Run 1, placement by cell class:
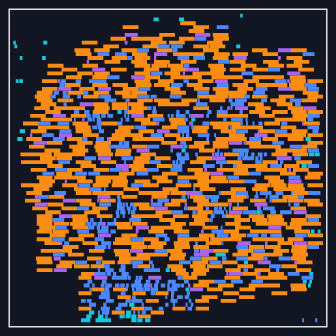
Run 1, wiring heat map:
22 x 22 tiles, from dark blue (low) to red (high), scaled to the fullest tile. Values are wire area over tile area, all layers added.
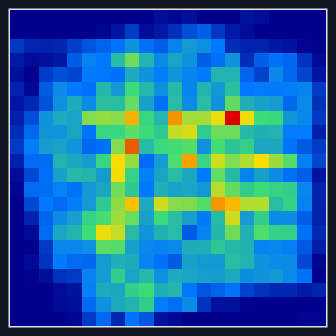
Run 1, clock network drawn from the DEF:
Bar = 50 um.
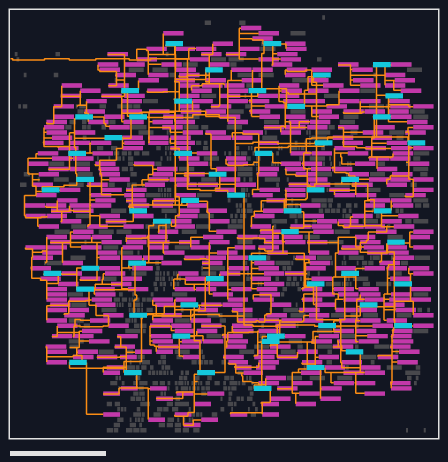
==> src/rtl/esp_line_framer_pkg.sv <==
// Shared types and constants for the ESP32 line framer: FSM states, ASCII
// terminators, the response strings and a per-character match helper.
package esp_pkg;

   typedef enum logic [1:0] {
      COLLECT = 2'd0,
      DRAIN   = 2'd1,
      DISCARD = 2'd2
   } state_e;

   localparam logic [7:0] ASCII_CR = 8'h0D;
   localparam logic [7:0] ASCII_LF = 8'h0A;

   // Strings are right-aligned: the final character sits in bits [7:0].
   localparam logic [39:0] RSP_OK      = {24'h000000, "OK"};
   localparam logic [39:0] RSP_ERR     = "ERROR";
   localparam int          RSP_OK_LEN  = 2;
   localparam int          RSP_ERR_LEN = 5;

   function automatic logic str_match(input logic [39:0] s, input int len,
                                      input int idx, input logic [7:0] b);
      logic [39:0] t;
      if (idx >= len) return 1'b0;
      t = s >> (8 * (len - 1 - idx));
      return (t[7:0] == b);
   endfunction

endpackage

==> src/rtl/esp_line_framer_if.sv <==
// Byte-stream bundle between the UART receiver, the line framer and the
// command/response consumer, plus the framer's status pulses.
interface esp_line_framer_if #(parameter int CNT_W = 7);

   logic [7:0]       s_data;
   logic             s_valid;
   logic             s_ready;
   logic [7:0]       m_data;
   logic             m_valid;
   logic             m_ready;
   logic             m_last;
   logic [CNT_W-1:0] m_len;
   logic             line_done;
   logic             ovf;
   logic             rsp_ok;
   logic             rsp_err;

   modport slave (
      input  s_data, s_valid, m_ready,
      output s_ready, m_data, m_valid, m_last, m_len, line_done, ovf, rsp_ok, rsp_err
   );

   modport master (
      output s_data, s_valid, m_ready,
      input  s_ready, m_data, m_valid, m_last, m_len, line_done, ovf, rsp_ok, rsp_err
   );

endinterface

==> src/rtl/esp_line_framer_buf.sv <==
// Line payload storage: one synchronous write port, one combinational read port.
module esp_line_buf
   import esp_pkg::*;
#(
   parameter int MAX_LEN = 64,
   parameter int AW      = $clog2(MAX_LEN)
)
(
   input  logic          clk_i,
   input  logic          we_i,
   input  logic [AW-1:0] waddr_i,
   input  logic [7:0]    wdata_i,
   input  logic [AW-1:0] raddr_i,
   output logic [7:0]    rdata_o
);

   logic [7:0] mem_q [MAX_LEN];

   always_ff @(posedge clk_i) begin
      if (we_i) mem_q[waddr_i] <= wdata_i;
   end

   assign rdata_o = mem_q[raddr_i];

endmodule

==> src/rtl/esp_line_framer.sv <==
// Assembles CR/LF-terminated ASCII lines from the ESP32 UART stream and replays
// them as framed bytes. Define ESP_FRAMER_MATCH_EN to enable "OK"/"ERROR" detection.
module esp_line_framer
   import esp_pkg::*;
#(
   parameter int MAX_LEN = 64
)
(
   input  logic               clk_i,
   input  logic               rst_ni,
   esp_line_framer_if.slave   bus
);

   localparam int               CNT_W   = $clog2(MAX_LEN + 1);
   localparam int               AW      = $clog2(MAX_LEN);
   localparam logic [CNT_W-1:0] MAX_CNT = CNT_W'(MAX_LEN);
   localparam logic [CNT_W-1:0] ONE     = CNT_W'(1);

   state_e           state_q;
   logic [CNT_W-1:0] count_q;
   logic [CNT_W-1:0] rd_idx_q;
   logic [CNT_W-1:0] len_q;
   logic             line_done_q;
   logic             ovf_q;

   logic [7:0] rd_data;
   logic       s_ready, m_valid, m_last;
   logic       s_fire, m_fire, is_cr, is_lf, wr_en, lf_close;

   assign s_ready  = (state_q != DRAIN);
   assign m_valid  = (state_q == DRAIN);
   assign m_last   = m_valid && (rd_idx_q == len_q - ONE);
   assign s_fire   = bus.s_valid && s_ready;
   assign m_fire   = m_valid && bus.m_ready;
   assign is_cr    = (bus.s_data == ASCII_CR);
   assign is_lf    = (bus.s_data == ASCII_LF);
   assign wr_en    = (state_q == COLLECT) && s_fire && !is_cr && !is_lf && (count_q != MAX_CNT);
   assign lf_close = (state_q == COLLECT) && s_fire && is_lf && (count_q != '0);

   esp_line_buf #(.MAX_LEN(MAX_LEN), .AW(AW)) u_buf (
      .clk_i   (clk_i),
      .we_i    (wr_en),
      .waddr_i (count_q[AW-1:0]),
      .wdata_i (bus.s_data),
      .raddr_i (rd_idx_q[AW-1:0]),
      .rdata_o (rd_data)
   );

   always_ff @(posedge clk_i or negedge rst_ni) begin
      if (!rst_ni) begin
         state_q     <= COLLECT;
         count_q     <= '0;
         rd_idx_q    <= '0;
         len_q       <= '0;
         line_done_q <= 1'b0;
         ovf_q       <= 1'b0;
      end else begin
         line_done_q <= 1'b0;
         ovf_q       <= 1'b0;
         case (state_q)
            COLLECT: begin
               if (lf_close) begin
                  state_q  <= DRAIN;
                  rd_idx_q <= '0;
                  len_q    <= count_q;
               end else if (wr_en) begin
                  count_q <= count_q + ONE;
               end else if (s_fire && !is_cr && !is_lf) begin
                  // One byte past a full buffer: abandon the line until its LF.
                  ovf_q   <= 1'b1;
                  count_q <= '0;
                  state_q <= DISCARD;
               end
            end
            DISCARD: begin
               if (s_fire && is_lf) state_q <= COLLECT;
            end
            DRAIN: begin
               if (m_fire) begin
                  if (m_last) begin
                     line_done_q <= 1'b1;
                     count_q     <= '0;
                     rd_idx_q    <= '0;
                     state_q     <= COLLECT;
                  end else begin
                     rd_idx_q <= rd_idx_q + ONE;
                  end
               end
            end
            default: state_q <= COLLECT;
         endcase
      end
   end

   assign bus.s_ready   = s_ready;
   assign bus.m_valid   = m_valid;
   assign bus.m_data    = m_valid ? rd_data : 8'h00;
   assign bus.m_last    = m_last;
   assign bus.m_len     = len_q;
   assign bus.line_done = line_done_q;
   assign bus.ovf       = ovf_q;

`ifdef ESP_FRAMER_MATCH_EN
   // Prefix flags track, byte by byte, whether the line so far still spells each response.
   logic ok_pref_q, err_pref_q, ok_pref_d, err_pref_d;
   logic rsp_ok_q, rsp_err_q;

   always_comb begin
      ok_pref_d  = str_match(RSP_OK, RSP_OK_LEN, int'(count_q), bus.s_data)
                   && ((count_q == '0) || ok_pref_q);
      err_pref_d = str_match(RSP_ERR, RSP_ERR_LEN, int'(count_q), bus.s_data)
                   && ((count_q == '0) || err_pref_q);
   end

   always_ff @(posedge clk_i or negedge rst_ni) begin
      if (!rst_ni) begin
         ok_pref_q  <= 1'b0;
         err_pref_q <= 1'b0;
         rsp_ok_q   <= 1'b0;
         rsp_err_q  <= 1'b0;
      end else begin
         rsp_ok_q  <= 1'b0;
         rsp_err_q <= 1'b0;
         if (wr_en) begin
            ok_pref_q  <= ok_pref_d;
            err_pref_q <= err_pref_d;
         end
         if (lf_close) begin
            rsp_ok_q  <= ok_pref_q  && (count_q == CNT_W'(RSP_OK_LEN));
            rsp_err_q <= err_pref_q && (count_q == CNT_W'(RSP_ERR_LEN));
         end
      end
   end

   assign bus.rsp_ok  = rsp_ok_q;
   assign bus.rsp_err = rsp_err_q;
`else
   assign bus.rsp_ok  = 1'b0;
   assign bus.rsp_err = 1'b0;
`endif

endmodule

==> src/flat_wrapper.sv <==
// flat-port wrapper written by rule: the top's interface ports become plain ports
module esp_line_framer_flat import esp_pkg::*;
#(
   parameter int MAX_LEN = 64
)
  (clk_i, rst_ni, bus_s_data, bus_s_valid, bus_m_ready, bus_s_ready, bus_m_data, bus_m_valid, bus_m_last, bus_m_len, bus_line_done, bus_ovf, bus_rsp_ok, bus_rsp_err);
  esp_line_framer_if #(.CNT_W(7)) bus_i ();
  input  logic clk_i;
  input  logic rst_ni;
  input wire logic [$bits(bus_i.s_data)-1:0] bus_s_data;
  input wire logic [$bits(bus_i.s_valid)-1:0] bus_s_valid;
  input wire logic [$bits(bus_i.m_ready)-1:0] bus_m_ready;
  output wire logic [$bits(bus_i.s_ready)-1:0] bus_s_ready;
  output wire logic [$bits(bus_i.m_data)-1:0] bus_m_data;
  output wire logic [$bits(bus_i.m_valid)-1:0] bus_m_valid;
  output wire logic [$bits(bus_i.m_last)-1:0] bus_m_last;
  output wire logic [$bits(bus_i.m_len)-1:0] bus_m_len;
  output wire logic [$bits(bus_i.line_done)-1:0] bus_line_done;
  output wire logic [$bits(bus_i.ovf)-1:0] bus_ovf;
  output wire logic [$bits(bus_i.rsp_ok)-1:0] bus_rsp_ok;
  output wire logic [$bits(bus_i.rsp_err)-1:0] bus_rsp_err;
  assign bus_i.s_data = bus_s_data;
  assign bus_i.s_valid = bus_s_valid;
  assign bus_i.m_ready = bus_m_ready;
  assign bus_s_ready = bus_i.s_ready;
  assign bus_m_data = bus_i.m_data;
  assign bus_m_valid = bus_i.m_valid;
  assign bus_m_last = bus_i.m_last;
  assign bus_m_len = bus_i.m_len;
  assign bus_line_done = bus_i.line_done;
  assign bus_ovf = bus_i.ovf;
  assign bus_rsp_ok = bus_i.rsp_ok;
  assign bus_rsp_err = bus_i.rsp_err;
  esp_line_framer #(.MAX_LEN(MAX_LEN)) u_core (.clk_i(clk_i), .rst_ni(rst_ni), .bus(bus_i));
endmodule
==> config.mk <==
export PLATFORM = sky130hd
export DESIGN_NAME = esp_line_framer_flat
export DESIGN_NICKNAME = d
export VERILOG_FILES = /design/src/rtl/esp_line_framer_pkg.sv /design/src/rtl/esp_line_framer_if.sv /design/src/rtl/esp_line_framer_buf.sv /design/src/rtl/esp_line_framer.sv /design/src/flat_wrapper.sv
export SDC_FILE = /design/constraint.sdc
export NUM_CORES = 1
export LEC_CHECK = 0
export ABC_CLOCK_PERIOD_IN_PS = 8700
export CAP_MARGIN = 20
export CORE_MARGIN = 2
export CORE_UTILIZATION = 45
export DETAILED_ROUTE_END_ITERATION = 8
export HOLD_SLACK_MARGIN = 0.03
export PLACE_DENSITY = 0.63
export SYNTH_ARGS = -nofsm -noshare
export SYNTH_HDL_FRONTEND = slang
export SYNTH_HIERARCHICAL = 1
export SYNTH_SLANG_ARGS = --single-unit
==> constraint.sdc <==
create_clock -name clk_i -period 8.7 [get_ports clk_i]
set_clock_uncertainty 0.1 [all_clocks]
set_input_delay 1.74 -clock clk_i [delete_from_list [all_inputs] [get_ports clk_i]]
set_output_delay 1.74 -clock clk_i [all_outputs]
set_load 0.02 [all_outputs]
==> Changelog: implementation, run 1 <==
### Implementation results

- Met2 Use GR: 30.84%
- Top cells by area: edfxtp_1 71%, mux4_2 13%, dfrtp_1 2.9%, nor2_1 1.5%, mux2i_1 1.1%
- Floorplan core area: 47550 sq um
- Crit path arrival time: 4450 ps
- Worst slew margin: roughly a quarter
- Total global routing track utilization: 20.13%
- Flops & latches, synth: 537
- Lkg Pwr: 7.315 nW
- Tot Pwr: 5.589 mW
- # nets final: 1164
- Top-area cell type share of the netlist area: 71.31%
- Commonest non-fill, non-tap cell in the layout: edfxtp_1
- Tool Warnings: 27
- First-pass GRT wire length: around 73000 um
- Register share after synthesis: around 74%
- Placed Instances: 1706
- Mean Syn Cell Area: 19.64 sq um
- Final ANT Viol Nets: 0
- N_diodes: 0
- Post-synth top area cell: edfxtp_1
- Crit Path Class: reg -> out
- Dpl hpwl: 28550 um
- Critical path peak fanout: 54
- CTS Hold Buffers Added: 0
- Origin of the worst setup path: u_core/rd_idx_q[1]
- Fp util: between 40 and 50%
- WHS: 421.7 ps
- Mux area share: 15.06%
- Final-report setup violation count: 0
- RePlAce Congestion: between 0.7 and 0.8
- Pre-CTS setup slack: 2968 ps
- I/O Buffers: 31
- Syn. warnings: 6
- Req. time, crit path: 6860 ps
- Status: finished, final reports clean
- Via count: 10760
- Most frequent cells in the layout: 512 x edfxtp_1, 126 x mux4_2, 88 x nor2_1, 55 x clkbuf_16, 33 x nand2_1
- CP endpoint kind: output pin
- Hold Path Class: reg -> reg
- Number of cells in Yosys stat: about 1100
- Final Cell Area: 24000 sq um
- Yosys adder share: less than 1%
- Vias in the first global route: 10820
- Met3 usage: 4.728%
- H-Tree Depth: 2
- Drt wl/cell: between 20 and 30 um
- P per Cell Area: 232.9 nW/um^2
- Worst setup SP type: register
- Peak supply drop: roughly 0.14 mV
- Cycle use final: 72.25%
- Number of enable flip-flop cells: 512
- Top cells by count, synth: 512 x edfxtp_1, 126 x mux4_2, 88 x nor2_1
- CTS resizes: 0
- Iteration-0 DRC Markers: about 1200
- Placed cell area: about 22000 sq um
- Cell Type Count: 67
- Fin Setup TNS: 0 ps
- DRC: 0
- Die Span X: 222.9 um
- Fill cells: between 3000 and 4000
- Grt peak-use layer: met2
- Yosys stat area: 21560 sq um
- Ao+oa area frac: 3.284%
- Clk slew on worst S/H paths: around 60 ps
- Max Clk Rate: 159.1 MHz
- Total CTS buffers: ~55
- Initial antenna violation count: 0
- Postcts setup bufs: 0
- Main synth FF type: edfxtp_1
- Endpoints failing hold: 0
- CTS root buffer: clkbuf_16
- Reg2reg end: u_core/u_buf/mem_q[58][4]
- Via density: 5.969
-- 'placement by cell class' (at the start) --
blue -> remaining logic cells  # cells 507
orange -> sequential cells  # cells 537
purple -> clock drivers and dummy loads  # cells 97
cyan -> remaining buffers and delay cells  # cells 47

-- 'wiring heat map' (at the start) --
mean over tiles = 0.16
emptiest ninth of the die = north-west
fullest tile = 0.59
densest ninth of the die = centre
nearly empty tiles = 15%

-- 'clock network drawn from the DEF' (at the start) --
orange -> clock wires  # length 6140 um
magenta -> flip-flops  # count 537
cyan -> clock-net drivers  # count 55
flops lie = widely spread
routed clock nets = 56

==> run 1: sequential cells by signal, indices dropped and copies added (netlist names) <==
register	cells
u_core/rd_idx_q	7
u_core/count_q	7
u_core/bus.m_len	7
u_core/state_q	2
u_core/bus.line_done	1
u_core/bus.ovf	1
u_core/u_buf/mem_q	512
==> run 1: cells by family after synthesis <==
| group | after synthesis |
|---|---|
| adder cells (fa/ha/maj) | 4 |
| other | 1 |
| multiplexers | 165 |
| AND/OR/NAND/NOR | 227 |
| flip-flops | 537 |
| XOR/XNOR | 8 |
| AND-OR/OR-AND | 91 |
| buffers and inverters | 65 |
==> run 1: final cells by class <==
| type | count | area [sq um] | share of cell area, % |
|---|---|---|---|
| sequential | 537 | 16010 | 66.73 |
| inverter | 10 | 37.54 | 0.1564 |
| multi-input combinational | 497 | 5197 | 21.66 |
| tap | 615 | 769.5 | 3.207 |
| timing repair buffer | 47 | 402.9 | 1.679 |
| clock buffer | 73 | 1464 | 6.101 |
| clock inverter | 24 | 111.4 | 0.4641 |
==> run 1: report_power, final <==
group	switching [mW]	leakage, nW	internal, mW
clock network	0.933	0.782	1.17
logic	0.302	1.60	0.180
registers	0.0928	4.93	2.91
total	1.33	7.31	4.26
==> run 1: critical path, stage by stage (launching register included) <==
cell and delay (ps):
dfrtp_4 890, buf_4 800, mux4_2 430, mux4_2 500, o21ai_1 280, o41ai_1 130, and2_1 220, clkdlybuf4s50_1 550
==> run 1: routing by layer <==
| layer | share of wire (%) | vias to the layer above |
|---|---|---|
| met5 | 0 | - |
| met4 | 2.7 | 0 |
| met3 | 7.7 | 90 |
| met2 | 46 | 411 |
| met1 | 43 | 5665 |
| li1 | - | 4597 |
Run 1, M4 wires:
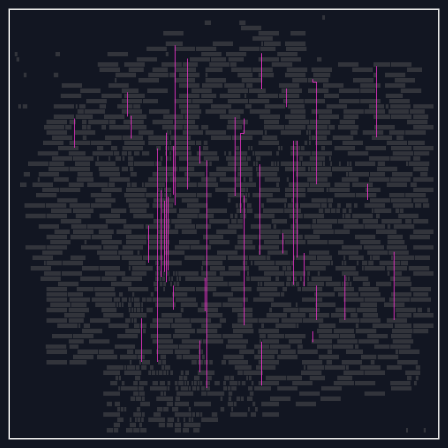

==> run 2: changes to the inputs <==
--- a/config.mk
+++ b/config.mk
@@ -5,13 +5,13 @@
 export SDC_FILE = /design/constraint.sdc
 export NUM_CORES = 1
 export LEC_CHECK = 0
-export ABC_CLOCK_PERIOD_IN_PS = 8700
+export ABC_CLOCK_PERIOD_IN_PS = 5570
 export CAP_MARGIN = 20
 export CORE_MARGIN = 2
 export CORE_UTILIZATION = 45
 export DETAILED_ROUTE_END_ITERATION = 8
 export HOLD_SLACK_MARGIN = 0.03
-export PLACE_DENSITY = 0.63
+export PLACE_DENSITY = 0.65
 export SYNTH_ARGS = -nofsm -noshare
 export SYNTH_HDL_FRONTEND = slang
 export SYNTH_HIERARCHICAL = 1
==> constraint.sdc (replaced) <==
create_clock -name clk_i -period 5.57 [get_ports clk_i]
set_clock_uncertainty 0.1 [all_clocks]
set_input_delay 1.114 -clock clk_i [delete_from_list [all_inputs] [get_ports clk_i]]
set_output_delay 1.114 -clock clk_i [all_outputs]
set_load 0.02 [all_outputs]
Run 2, M4 wires:
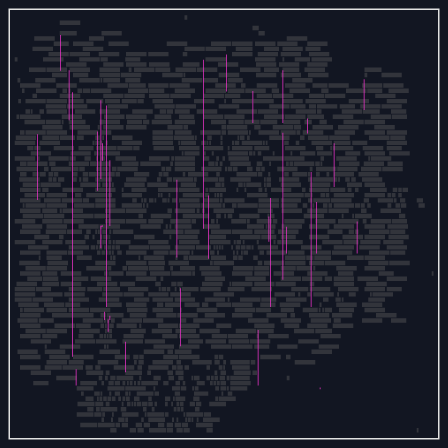
share of all routed wire = 2.2%
nets with wire on the layer = 17
main direction = vertical
wire length on this layer = 1080 um
longest straight run = 137 um

==> run 2 against run 1 <==
- synthesized cell count did not move
- hold slack improved by 8.2 ps
- largest cell class unchanged
- cell area rose by 2.5%
- synthesized area did not move
- cell count rose by 3.8%
- sequential power rose by 55%
- clock-buffer cell count fell by 10
==> Changelog: implementation, run 2 <==
### Implementation results

- Status: finished, final reports clean
- Die Span X: 222.9 um
- Top reg by flops: u_core/u_buf/mem_q
- Worst slew margin: 40.59%
- Critical path peak fanout: 32
- Max FFs per register: 512
- Iteration-0 DRC Markers: 1268
- Vias in the first global route: 11110
- Final ANT Viol Nets: 0
- Cell Type Count: 67
- Mean Syn Cell Area: 19.64 sq um
- Number of cells in Yosys stat: 1098
- Req. time, crit path: 4360 ps
- Endpoints failing hold: 0
- Yosys adder share: 0.2321%
- Max Clk Rate: 189.6 MHz
- Crit Path Class: reg -> out
- Share of total power in the clock network: around 39%
- Pre-CTS setup slack: 829.5 ps
- Mux area share: 15.06%
- Via count: roughly 11000
- Top-area cell type share of the netlist area: 71.31%
- H-Tree Depth: 2
- Number of enable flip-flop cells: 512
- Total global routing track utilization: 20.07%
- Hold Path Class: reg -> reg
- Placed Instances: approximately 1800
- Drt wl/cell: 26.25 um
- Crit path arrival time: 4060 ps
- Top cells by area: edfxtp_1 71%, mux4_2 13%, dfrtp_1 2.9%, nor2_1 1.5%, mux2i_1 1.1%
- Final-report setup violation count: 0
- Register share after synthesis: 74.21%
- Top cells by count, synth: 512 x edfxtp_1, 126 x mux4_2, 88 x nor2_1
- RePlAce Congestion: 0.8322
- Via density: 5.907
- Switching share of power: 22.96%
- CTS resizes: 0
- Comb power frac: under 10%
- Tool Warnings: 27
- # nets final: 1233
- N_diodes: 0
- WHS: 429.9 ps
- Syn. warnings: 6
- Max power group: registers
- CTS Hold Buffers Added: 0
- Placed cell area: approximately 23000 sq um
Run 2, clock nets:
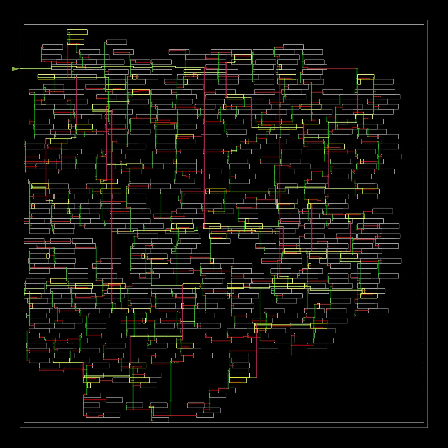
flop count: 537
clock distribution power: 3.45 mW
clock sink count: 537
clock latency on the worst-skew pair: 580 ps
total CTS buffers: 53

[run 2: cell counts after synthesis]
No cell type changed its count.
[run 2: worst max-delay path, stage by stage, from the launching register on]
cell and delay [ps]:
dfrtp_4 800, buf_12 350, mux4_2 550, mux2_2 280, o221a_2 280, nor3_1 320, o32ai_1 140, and2_1 180
clkdlybuf4s50_1 550
[run 2: per-layer routing]
layer	vias up	routed length [um]	global-route usage, %
met5	-	11	0
met4	2	1082	6.062
met3	76	3572	3.569
met2	418	24220	32.90
met1	5827	20230	27.74
li1	4729	-	-
[run 2: cells by family after synthesis]
kind of cell,after synthesis
DFF,537
and+or+nand+nor,227
muxes,165
AOI/OAI and AO/OA,91
buffers and inverters,65
xor gates and xnor gates,8
adders and majority gates,4
other,1
[run 2: metrics by stage]
stage | total power [mW] | utilization, %
2_1_floorplan | 5.205 | -
5_1_grt | 9.188 | 51.74
3_5_place_dp | 5.537 | 48.26
4_1_cts | 8.977 | 51.74
3_3_place_gp | 5.518 | 48.26
6_report | 8.906 | 51.74
[run 2: worst max path at each step]
stage               slack, ps  cells after the start                 from             to
finish                    290                      8   u_core/rd_idx_q[0]  bus_m_data[4]
global placement          840                      8   u_core/rd_idx_q[0]  bus_m_data[6]
global route                4                      7   u_core/rd_idx_q[0]  bus_m_data[5]
CTS                       180                      7   u_core/rd_idx_q[0]  bus_m_data[5]
detailed placement        830                      7   u_core/rd_idx_q[0]  bus_m_data[5]
floorplan                2080                      7  u_core/bus.m_len[0]     bus_m_last
[run 2: cell type report]
class                   count  area [sq um]
inverters                  10         37.54
well taps                 615         769.5
clock inverters            31         292.8
fillers                  3777         22950
repair buffers            118         935.9
multi-input cells         497          5187
flip-flops and latches    537         16010
clock buffers              63          1364
Run 2, wiring heat map:
22 x 22 tiles, from dark blue (low) to red (high), scaled to the fullest tile. Values are wire area over tile area, all layers added.
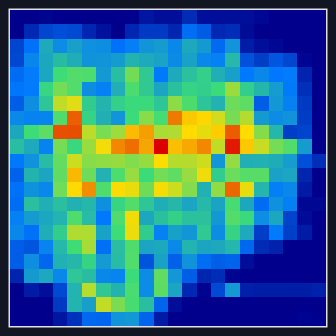

==> run 3: changes to the inputs <==
--- a/config.mk
+++ b/config.mk
@@ -5,6 +5,7 @@
 export SDC_FILE = /design/constraint.sdc
 export NUM_CORES = 1
 export LEC_CHECK = 0
+export ABC_AREA = 1
 export ABC_CLOCK_PERIOD_IN_PS = 5570
 export CAP_MARGIN = 20
 export CORE_MARGIN = 2
Run 3, wiring heat map:
23 x 23 tiles, from dark blue (low) to red (high), scaled to the fullest tile. Values are wire area over tile area, all layers added.
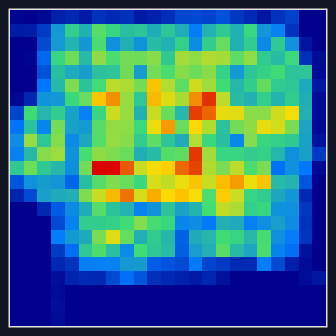
emptiest ninth of the die = south-west
mean over tiles = 0.18
fullest tile = 0.56
tiles over half the peak = 27%
densest ninth of the die = centre

Run 3, M4 wires:
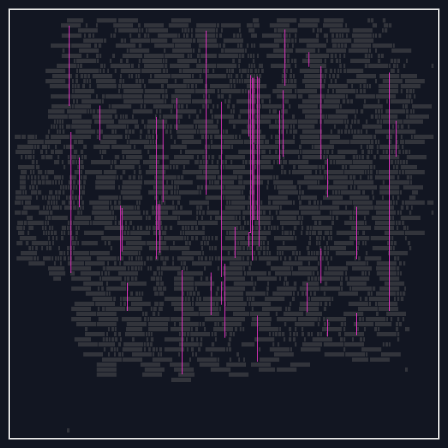
nets with wire on the layer = 24
wire length on this layer = 1620 um
share of all routed wire = 2.8%

==> run 3 against run 2 <==
- cell count increased by 49%
- synthesized cell count increased by 88%
- sequential power decreased by 3%
- flip-flop count unchanged
- combinational power increased by 31%
- hold slack improved by 15 ps
- critical path depth increased by 4
- critical endpoint is now bus_m_data[2]
- largest cell class unchanged
==> Changelog: implementation, run 3 <==
### Implementation results

- Status: finished, final reports clean
- Mux area share: 0%
- Vias in the first global route: 15160
- Worst setup SP type: register
- Yosys adder share: 0.2178%
- Ao+oa area frac: 0.3594%
- Initial antenna violation count: 0
- Flops & latches, synth: 537
- Max Clk Rate: 197.6 MHz
- Worst slew margin: 23.26%
- I/O Buffers: 31
- Tot Pwr: 9.181 mW
- Dpl hpwl: 33070 um
- DRC: 0
- Peak supply drop: between 0.2 and 0.25 mV
- Req. time, crit path: approximately 4400 ps
- Critical path peak fanout: 260
- Cycle use final: around 90%
- # Max-Cap Violations: 0
- P per Cell Area: around 360 nW/um^2
- Commonest non-fill, non-tap cell in the layout: nand2_1
- Final ANT Viol Nets: 0
- Postcts setup bufs: 0
- Top reg by flops: u_core/u_buf/mem_q
- Die Span X: 230.0 um
- WHS: 444.6 ps
- Syn. warnings: 6
- Placed cell area: 23700 sq um
- Total CTS buffers: 54
- Via count: 15420
- Final Cell Area: 25460 sq um
- Yosys stat area: roughly 23000 sq um
- Number of cells in Yosys stat: about 2000
- Number of enable flip-flop cells: 512
- Hold Path Class: reg -> reg
- Endpoints failing hold: 0
- Main synth FF type: edfxtp_1
- Via density: 5.517
- CP endpoint kind: output pin
- Max FFs per register: 512
- Floorplan core area: 50270 sq um
- Drt wl/cell: around 21 um
- CTS Hold Buffers Added: 0
- First-pass GRT wire length: 89850 um
- Final-report setup violation count: 0
- CP peak stage delay: 810 ps
- CTS root buffer: clkbuf_16
- Cell Type Count: 35
- Top cells by area: edfxtp_1 67%, nand2_1 12%, nand3_1 10%, dfrtp_1 2.7%, buf_6 1.8%
- Iteration-0 DRC Markers: around 1900
- Register share after synthesis: a little over two thirds
- Fin Setup TNS: 0 ps
- CTS resizes: 0
- Mean Syn Cell Area: about 11 sq um
- Crit path arrival time: 3850 ps
- WL final: 58250 um
- Post-synth top area cell: edfxtp_1
- Clock latency on the worst-skew pair: 590 ps
- H-Tree Depth: 2
- Crit Path Class: reg -> out
- Top cells by count, synth: 727 x nand2_1, 512 x edfxtp_1, 462 x nand3_1
- Top-area cell type share of the netlist area: between 60% and 70%
- Slowest-stage cell, CP: buf_12
- Core Util, Final: around half
- Reg2reg end: u_core/u_buf/mem_q[25][3]
- Clk slew on worst S/H paths: 60 ps
- Most frequent cells in the layout: 727 x nand2_1, 512 x edfxtp_1, 462 x nand3_1, 82 x nor2_1, 55 x clkbuf_16
- Worst path bufs/invs: 3
- Cell Chain, Critical Path: buf_12, nand2_1, nand3_1, nand3_1, nand2_1, nand2_1, nand3_1, nand3_1, nand2_1, inv_1, nor2_1, clkdlybuf4s50_1
- Clock sink count: 537
- Lkg Pwr: 9.353 nW
- Pre-CTS setup slack: 1162 ps
- Critical path's top delay family: buffers and inverters
[run 3: netlist changes by cell type after synthesis, moves of 13 or more]
| cell | change |
|---|---|
| nand2_1 | +694 |
| nand3_1 | +439 |
| mux4_2 | -126 |
| inv_1 | +43 |
| buf_6 | +33 |
| buf_2 | +26 |
| mux2i_1 | -23 |
| nand2b_1 | -17 |
| mux2_2 | -15 |
| nor2b_1 | -15 |
| nand4_1 | +14 |
| nor3_1 | -13 |
[run 3: cell type report]
type	instances	area (sq um)	share of cell area, %
flip-flops and latches	537	16010	62.88
multi-input cells	1348	5903	23.19
clock buffers	59	1391	5.465
well taps	672	840.8	3.303
repair buffers	80	713.2	2.801
clock inverters	40	372.9	1.465
inverters	59	229.0	0.8994
[run 3: how the worst max path moves through the flow]
stage	start	endpoint	depth (start not counted)
after floorplan	bus_s_valid	u_core/u_buf/mem_q[48][0]	7
after global placement	u_core/rd_idx_q[0]	bus_m_data[0]	13
after CTS	u_core/rd_idx_q[0]	bus_m_data[2]	12
final	u_core/rd_idx_q[0]	bus_m_data[2]	12
after detailed placement	u_core/rd_idx_q[0]	bus_m_data[2]	12
after global routing	u_core/rd_idx_q[0]	bus_m_data[0]	12
[run 3: routing by layer]
layer  routed length (um)  track usage [%]
met1                24480            30.82
met2                26710            34.56
met3                 5440            5.469
met4                 1617            7.177
met5                    0                0
[run 3: report_power, final]
| group | internal, mW | total [mW] | switching, mW |
|---|---|---|---|
| combinational | 0.278 | 1.04 | 0.758 |
| clock | 2.12 | 3.62 | 1.50 |
| sequential | 4.46 | 4.52 | 0.0627 |
| total | 6.86 | 9.18 | 2.32 |
No activity file was given, so power comes from the tool's default toggle rates.
